<file path="src/rtl/ps2_key_fifo.sv">
// ps2_key_fifo: PS/2 keyboard receiver with a filtered clock and a scan-code FIFO
// popped once per falling edge of the i/o read strobe.
module ps2_key_fifo #(
    parameter int FIFO_DEPTH     = 8,
    parameter int FILTER_LEN     = 4,
    parameter int TIMEOUT_CYCLES = 10000
) (
    input  logic       clk,
    input  logic       rst,
    input  logic       ps2_clk,
    input  logic       ps2_data,
    input  logic       io_rdn,
    output logic [7:0] key_data,
    output logic       ready,
    output logic       overflow,
    output logic       frame_err
);
    localparam int AW = $clog2(FIFO_DEPTH);
    localparam int FW = $clog2(FILTER_LEN + 1);
    localparam int TW = $clog2(TIMEOUT_CYCLES + 1);

    typedef enum logic [1:0] {IDLE, DATA, PARITY, STOP} state_t;

    logic [1:0]    clk_sync_q, data_sync_q;
    logic          filt_q, filt_d;
    logic [FW-1:0] fcnt_q, fcnt_d;
    state_t        state_q, state_d;
    logic [2:0]    bit_q, bit_d;
    logic [7:0]    shift_q, shift_d;
    logic          par_q, par_d;
    logic [TW-1:0] tmo_q, tmo_d;
    logic [AW:0]   wr_q, wr_d, rd_q, rd_d, count;
    logic          ovf_q, ovf_d, err_q, err_d, rdn_q;
    logic [7:0]    mem_q [FIFO_DEPTH];
    logic          ps2c_s, ps2d_s, fall, push, pop, wr_en, drop, full, empty;

    assign ps2c_s = clk_sync_q[1];
    assign ps2d_s = data_sync_q[1];

    // The filtered clock only follows the synchronised input after a full run of differing samples.
    always_comb begin
        fcnt_d = '0;
        filt_d = filt_q;
        if (ps2c_s != filt_q) begin
            if (fcnt_q == FW'(FILTER_LEN - 1)) filt_d = ps2c_s;
            else fcnt_d = fcnt_q + 1'b1;
        end
        fall = filt_q & ~filt_d;
    end

    always_comb begin
        state_d = state_q;
        bit_d   = bit_q;
        shift_d = shift_q;
        par_d   = par_q;
        tmo_d   = '0;
        push    = 1'b0;
        err_d   = 1'b0;
        if (state_q != IDLE) tmo_d = fall ? '0 : tmo_q + 1'b1;
        if (fall) begin
            case (state_q)
                IDLE: if (!ps2d_s) begin
                    state_d = DATA;
                    bit_d   = '0;
                end
                DATA: begin
                    shift_d = {ps2d_s, shift_q[7:1]};
                    bit_d   = bit_q + 1'b1;
                    if (bit_q == 3'd7) state_d = PARITY;
                end
                PARITY: begin
                    par_d   = ps2d_s;
                    state_d = STOP;
                end
                STOP: begin
                    push    = ps2d_s & (^{shift_q, par_q});
                    err_d   = ~push;
                    state_d = IDLE;
                end
            endcase
        end else if (state_q != IDLE && tmo_d == TW'(TIMEOUT_CYCLES)) begin
            err_d   = 1'b1;
            state_d = IDLE;
            tmo_d   = '0;
        end
    end

    // A push into a full FIFO still lands when the same cycle pops, otherwise it is dropped.
    always_comb begin
        count = wr_q - rd_q;
        empty = count == '0;
        full  = count == (AW + 1)'(FIFO_DEPTH);
        pop   = ~io_rdn & rdn_q & ~empty;
        wr_en = push & (~full | pop);
        drop  = push & full & ~pop;
        wr_d  = wr_q + (AW + 1)'(wr_en);
        rd_d  = rd_q + (AW + 1)'(pop);
        ovf_d = drop | (ovf_q & ~pop);
    end

    assign key_data  = empty ? 8'h00 : mem_q[rd_q[AW-1:0]];
    assign ready     = ~empty;
    assign overflow  = ovf_q;
    assign frame_err = err_q;

    always_ff @(posedge clk or posedge rst) begin
        if (rst) begin
            clk_sync_q  <= 2'b11;
            data_sync_q <= 2'b11;
            filt_q      <= 1'b1;
            fcnt_q      <= '0;
            state_q     <= IDLE;
            bit_q       <= '0;
            shift_q     <= '0;
            par_q       <= 1'b0;
            tmo_q       <= '0;
            wr_q        <= '0;
            rd_q        <= '0;
            ovf_q       <= 1'b0;
            err_q       <= 1'b0;
            rdn_q       <= 1'b1;
        end else begin
            clk_sync_q  <= {clk_sync_q[0], ps2_clk};
            data_sync_q <= {data_sync_q[0], ps2_data};
            filt_q      <= filt_d;
            fcnt_q      <= fcnt_d;
            state_q     <= state_d;
            bit_q       <= bit_d;
            shift_q     <= shift_d;
            par_q       <= par_d;
            tmo_q       <= tmo_d;
            wr_q        <= wr_d;
            rd_q        <= rd_d;
            ovf_q       <= ovf_d;
            err_q       <= err_d;
            rdn_q       <= io_rdn;
        end
    end

    always_ff @(posedge clk) begin
        if (wr_en) mem_q[wr_q[AW-1:0]] <= shift_q;
    end
endmodule

</file>
<file path="config.mk">
export PLATFORM = sky130hd
export DESIGN_NAME = ps2_key_fifo
export DESIGN_NICKNAME = d
export VERILOG_FILES = /design/src/rtl/ps2_key_fifo.sv
export SDC_FILE = /design/constraint.sdc
export NUM_CORES = 1
export LEC_CHECK = 0
export CAP_MARGIN = 10
export CORE_MARGIN = 8
export CORE_UTILIZATION = 50
export CTS_CLUSTER_SIZE = 25
export DETAILED_ROUTE_END_ITERATION = 8
export PLACE_DENSITY = 0.67
export SYNTH_ARGS = -nofsm -noshare
export SYNTH_HDL_FRONTEND = slang
export SYNTH_SLANG_ARGS = --single-unit
</file>
<file path="constraint.sdc">
create_clock -name clk -period 7.1 [get_ports clk]
set_input_delay 0.71 -clock clk [delete_from_list [all_inputs] [get_ports clk]]
set_output_delay 0.71 -clock clk [all_outputs]
set_load 0.02 [all_outputs]
</file>
==> images/final_congestion.png <==
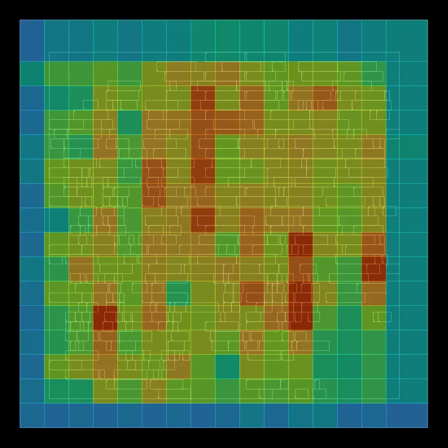
M1 GR Usage: 17.29%
gr usage total: 13.42%
GR Layer Usage met3: 3.204%
GRT busiest layer: met2
final core utilization: 56.21%

==> images/metal_stack.png <==
Scale bar: 20 µm. Only two layers are drawn.
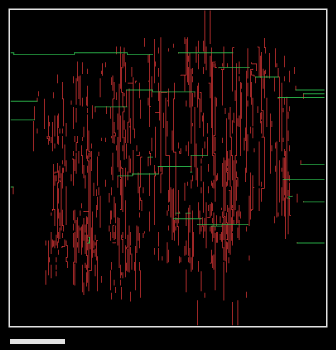
layer	color	wire length
met2	red	3,930 µm
met3	green	299 µm
post-DR wirelength/cell: 16.42 µm
via count: 2,734
Detailed Route WL: 8.160 mm

==> run_results.csv <==
group,metric,value,unit
setup_path,cp.arrival,3.51,ns
synth,synth_cell_types,49,
global_routing,antenna_found_initial,0,
floorplanning,pin_count,16,
setup_path,crit_path_cell_trace,"ha_1, nor2b_1, o21a_1, or3_1, and3_1, a21oi_1, clkdlybuf4s50_1",
setup_path,reg2reg_depth,6,
cells_and_area,area_growth,10.66,%
drt,ant_nets,0,
cells_and_area,final_common_cell,"edfxtp_1",
sta,tightest_slew,1.055,ns
sta,skew,0.01430,ns
power_and_ir_drop,pwr-share-seq,51.7,%
power_and_ir_drop,switching_power,0.0005200,W
worst_hold_path,hp-class,"reg -> reg",
sta,hold_viol_final,0,
placement,dpl.hpwl,5.613,mm
synth,ys_cells,336,
sta,setup_viol,0,
floorplanning,dieHeight,115.2,µm
setup_path,ff2ff_setup_slack,3.53,ns
setup_path,crit_type,"reg -> out",
synth,synthFlopType,"edfxtp_1",
sta,finalCriticalPeriod,4.218,ns
clock_network,clkSinkCount,111,
clock_network,cts.path.max_buffers,2,
setup_path,cpMaxStageDelayCell,"dfrtp_1",
placement,io_buffers,15,
power_and_ir_drop,power.leakage,2.065,nW
global_routing,grt_start_max_net_pins,48,
power_and_ir_drop,powerDensity,293.6,mW/mm²
cells_and_area,fin_nets,379,
clock_network,ctsRootBufferMaster,"clkbuf_8",
placement,gp_congestion,0.7776,
cells_and_area,num_antenna_cells,0,
setup_path,cpPeakStageDelay,1.05,ns
sta,setup_tns,0,ns
sta,drv_slew,0,
floorplanning,fp.dieArea,0.01327,mm²
cells_and_area,drive_gt1_share,18.41,%
clock_network,postCtsSetupBuffers,0,
setup_path,crit_fanout,18,
power_and_ir_drop,internal-power,0.001078,W
synth,synth_area,0.004920,mm²
cells_and_area,mostFrequentLayoutCells,"edfxtp_1, dfrtp_1, nand2_1",
synth,ys_area,0.004920,mm²
setup_path,cp_data_required_time,6.39,ns
sta,finalCritPeriodShare,59.41,%
synth,syn_inst,336,
global_routing,grt_pass1_wl,13.86,mm
setup_path,regToRegEndpoint,"mem_q[0][5]",
synth,synth_seq_share,63.12,%
power_and_ir_drop,power.share.clock,22.8,%
flow_run,log.warning_count,29,
global_routing,grt-ovfl-total,0,
run_status,status,"finished, final reports clean",
global_routing,grt_pass1_vias,2745,
sta,max_freq,0.2371,GHz
placement,place_area,0.005255,mm²
sta,slew_headroom,29.66,%
cells_and_area,fill_cells,776,
drt,viasPerCell,5.501,
setup_path,crit_buf_inv,1,
flow_run,cap_violations,0,
synth,ys_seq_elements,111,
power_and_ir_drop,switching_share,32.53,%
cells_and_area,comb_area,0.001735,mm²
drt,drt-initial-drc-count,126,
floorplanning,die_w,115.2,µm
setup_path,cp-end-kind,"primary output",
drt,dr.pass1.iters,4,
sta,rsz0062_at_grt,"no",
placement,dp_cells,481,
cells_and_area,fin_cells,497,
floorplanning,num_rows,36,
clock_network,cts_buffers,9,
drt,drc,0,
clock_network,cts.repair.resized,0,
clock_network,clk_pin_slew,0.11,ns
cells_and_area,flop_area,0.003105,mm²
clock_network,cts_hold_buf,0,
worst_hold_path,hold_path_end,"data_sync_q[1]",
power_and_ir_drop,comb_power_share,25.5,%
clock_network,htree_levels,3,
setup_path,timing.rr.start,"rd_q[0]",
setup_path,cp_top_family,"flip-flops",
clock_network,insertion_delay,0.37,ns
worst_hold_path,min-delay-start,"data_sync_q[0]",
floorplanning,fp_util,50.80,%
clock_network,cts_tree,"built",
synth,syn-num-nets,356,
synth,synth-edff-count,64,
synth,synth-async-reset-ratio,42.34,%
worst_hold_path,hold_depth,0,
synth,yosys_warnings,0,
setup_path,start_kind,"flip-flop",
power_and_ir_drop,ir_worst_vdd,0.1490,mV
cells_and_area,design_area,0.005444,mm²
synth,synth_area_per_cell,14.64,µm²
==> images/density.png <==
12 x 12 tiles, from black (low) to pale yellow (high), 0 to 100% covered.
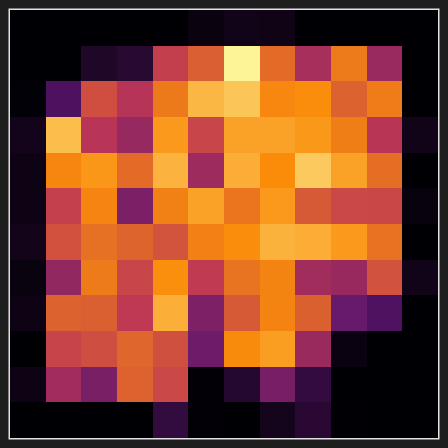
nearly empty tiles	24%
densest ninth of the die	center
emptiest ninth of the die	lower right
tiles over 75% full	17%
mean over tiles	40%
fullest tile	98%

==> images/cell_classes.png <==
Scale bar: 20 µm. Fill, decap, tap and diode cells in gray.
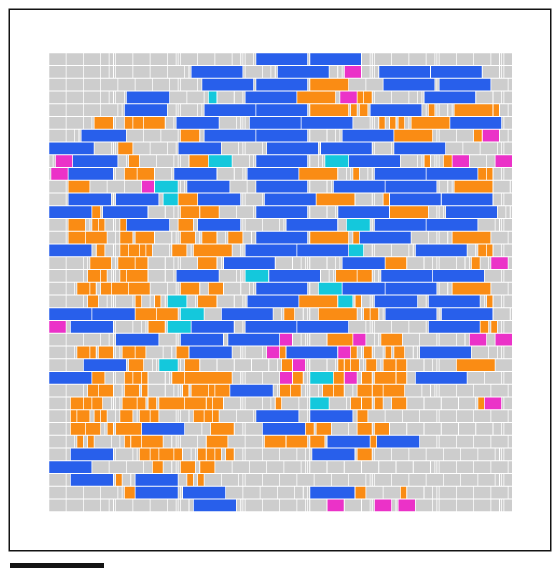
class	color	cells	share of their area
flip-flops	blue	111	59%
clock drivers and dummy loads	cyan	16	3.6%
other buffers and delay cells	magenta	23	4.0%
all other logic	orange	214	34%
fraction of area in registers: 57.04%
Core Box Area: 0.009684 mm²

-- registers in the layout (all words and copies together) (netlist names) --
signal,count
filt_q,1
bit_q,3
mem_q,64
state_q,2
overflow,1
shift_q,8
wr_q,4
frame_err,1
rdn_q,1
rd_q,4
data_sync_q,2
tmo_q,14
par_q,1
fcnt_q,3
clk_sync_q,2
-- layer usage --
metal | track usage [%] | routed length [µm] | vias to the layer above
met5 | 0 | 0 | -
met4 | 4.203 | 82 | 0
met3 | 3.204 | 299 | 6
met2 | 21.94 | 3927 | 41
met1 | 17.29 | 3849 | 1368
li1 | - | - | 1319
-- power groups by stage --
stage                     sequential, W  clock [W]  combinational [W]
after floorplan                0.000773          0           0.000343
after global placement         0.000841          0           0.000398
after detailed placement       0.000844          0           0.000409
after CTS                      0.000830   0.000373           0.000411
after global routing           0.000842   0.000402           0.000449
final                          0.000827   0.000364           0.000407
-- metrics by stage --
step	worst slack [ns]	hold WS (ns)	utilization [%]	power [W]
after CTS	2.775	0.3656	56.21	0.001615
after floorplan	3.372	0.3452	-	0.001117
final	2.882	0.3647	56.21	0.001599
after detailed placement	3.185	0.3482	54.26	0.001252
after global routing	2.573	0.3697	56.21	0.001693
after global placement	3.285	0.3469	54.26	0.001239
-- layout make-up --
type,count,share of cell area [%]
clock buffer,9,2.275
tap,133,3.057
inverter,10,0.6895
sequential,111,57.04
timing repair buffer,23,3.861
multi-input combinational,204,31.88
clock inverter,7,1.195
-- synth_stat cells (6+ instances only) --
| cell | instances | area share [%] |
|---|---|---|
| mux4_2 | 16 | 7.3 |
| inv_1 | 9 | 0.69 |
| dfrtp_1 | 41 | 21 |
| ha_1 | 15 | 3.8 |
| nand2_1 | 30 | 2.3 |
| nor4_1 | 7 | 0.89 |
| o21ai_0 | 6 | 0.61 |
| a21oi_1 | 9 | 0.92 |
| mux2_2 | 10 | 2.3 |
| edfxtp_1 | 64 | 39 |
| nand3_1 | 9 | 0.92 |
| clkbuf_1 | 6 | 0.46 |
| xnor2_1 | 16 | 2.8 |
| dfstp_2 | 6 | 3.2 |
| xor2_1 | 8 | 1.4 |
| nor2_1 | 14 | 1.1 |
-- worst max-delay path by stage --
stage	start	end	slack (ns)	depth (start not counted)
2_1_floorplan	rd_q[1]	mem_q[0][0]	3.37	10
3_5_place_dp	rd_q[0]	key_data[7]	3.19	7
4_1_cts	rd_q[0]	key_data[7]	2.78	7
5_1_grt	rd_q[0]	key_data[3]	2.57	7
6_report	rd_q[0]	key_data[7]	2.88	7
3_3_place_gp	rd_q[0]	key_data[3]	3.28	7
-- cell families (layout without fill, tap and decap cells) --
family                   count (synthesis)  count (layout)  share of synthesized area (%)
AND-OR/OR-AND                           38              38                          5.722
adder cells (fa/ha/maj)                 15              15                          3.815
multiplexers                            28              28                          10.02
AND/OR/NAND/NOR                         98              98                          10.86
flip-flops                             111             111                          63.12
XOR/XNOR                                25              25                          4.730
buffers and inverters                   21              49                          1.729
No activity file was given, so power comes from the tool's default toggle rates.
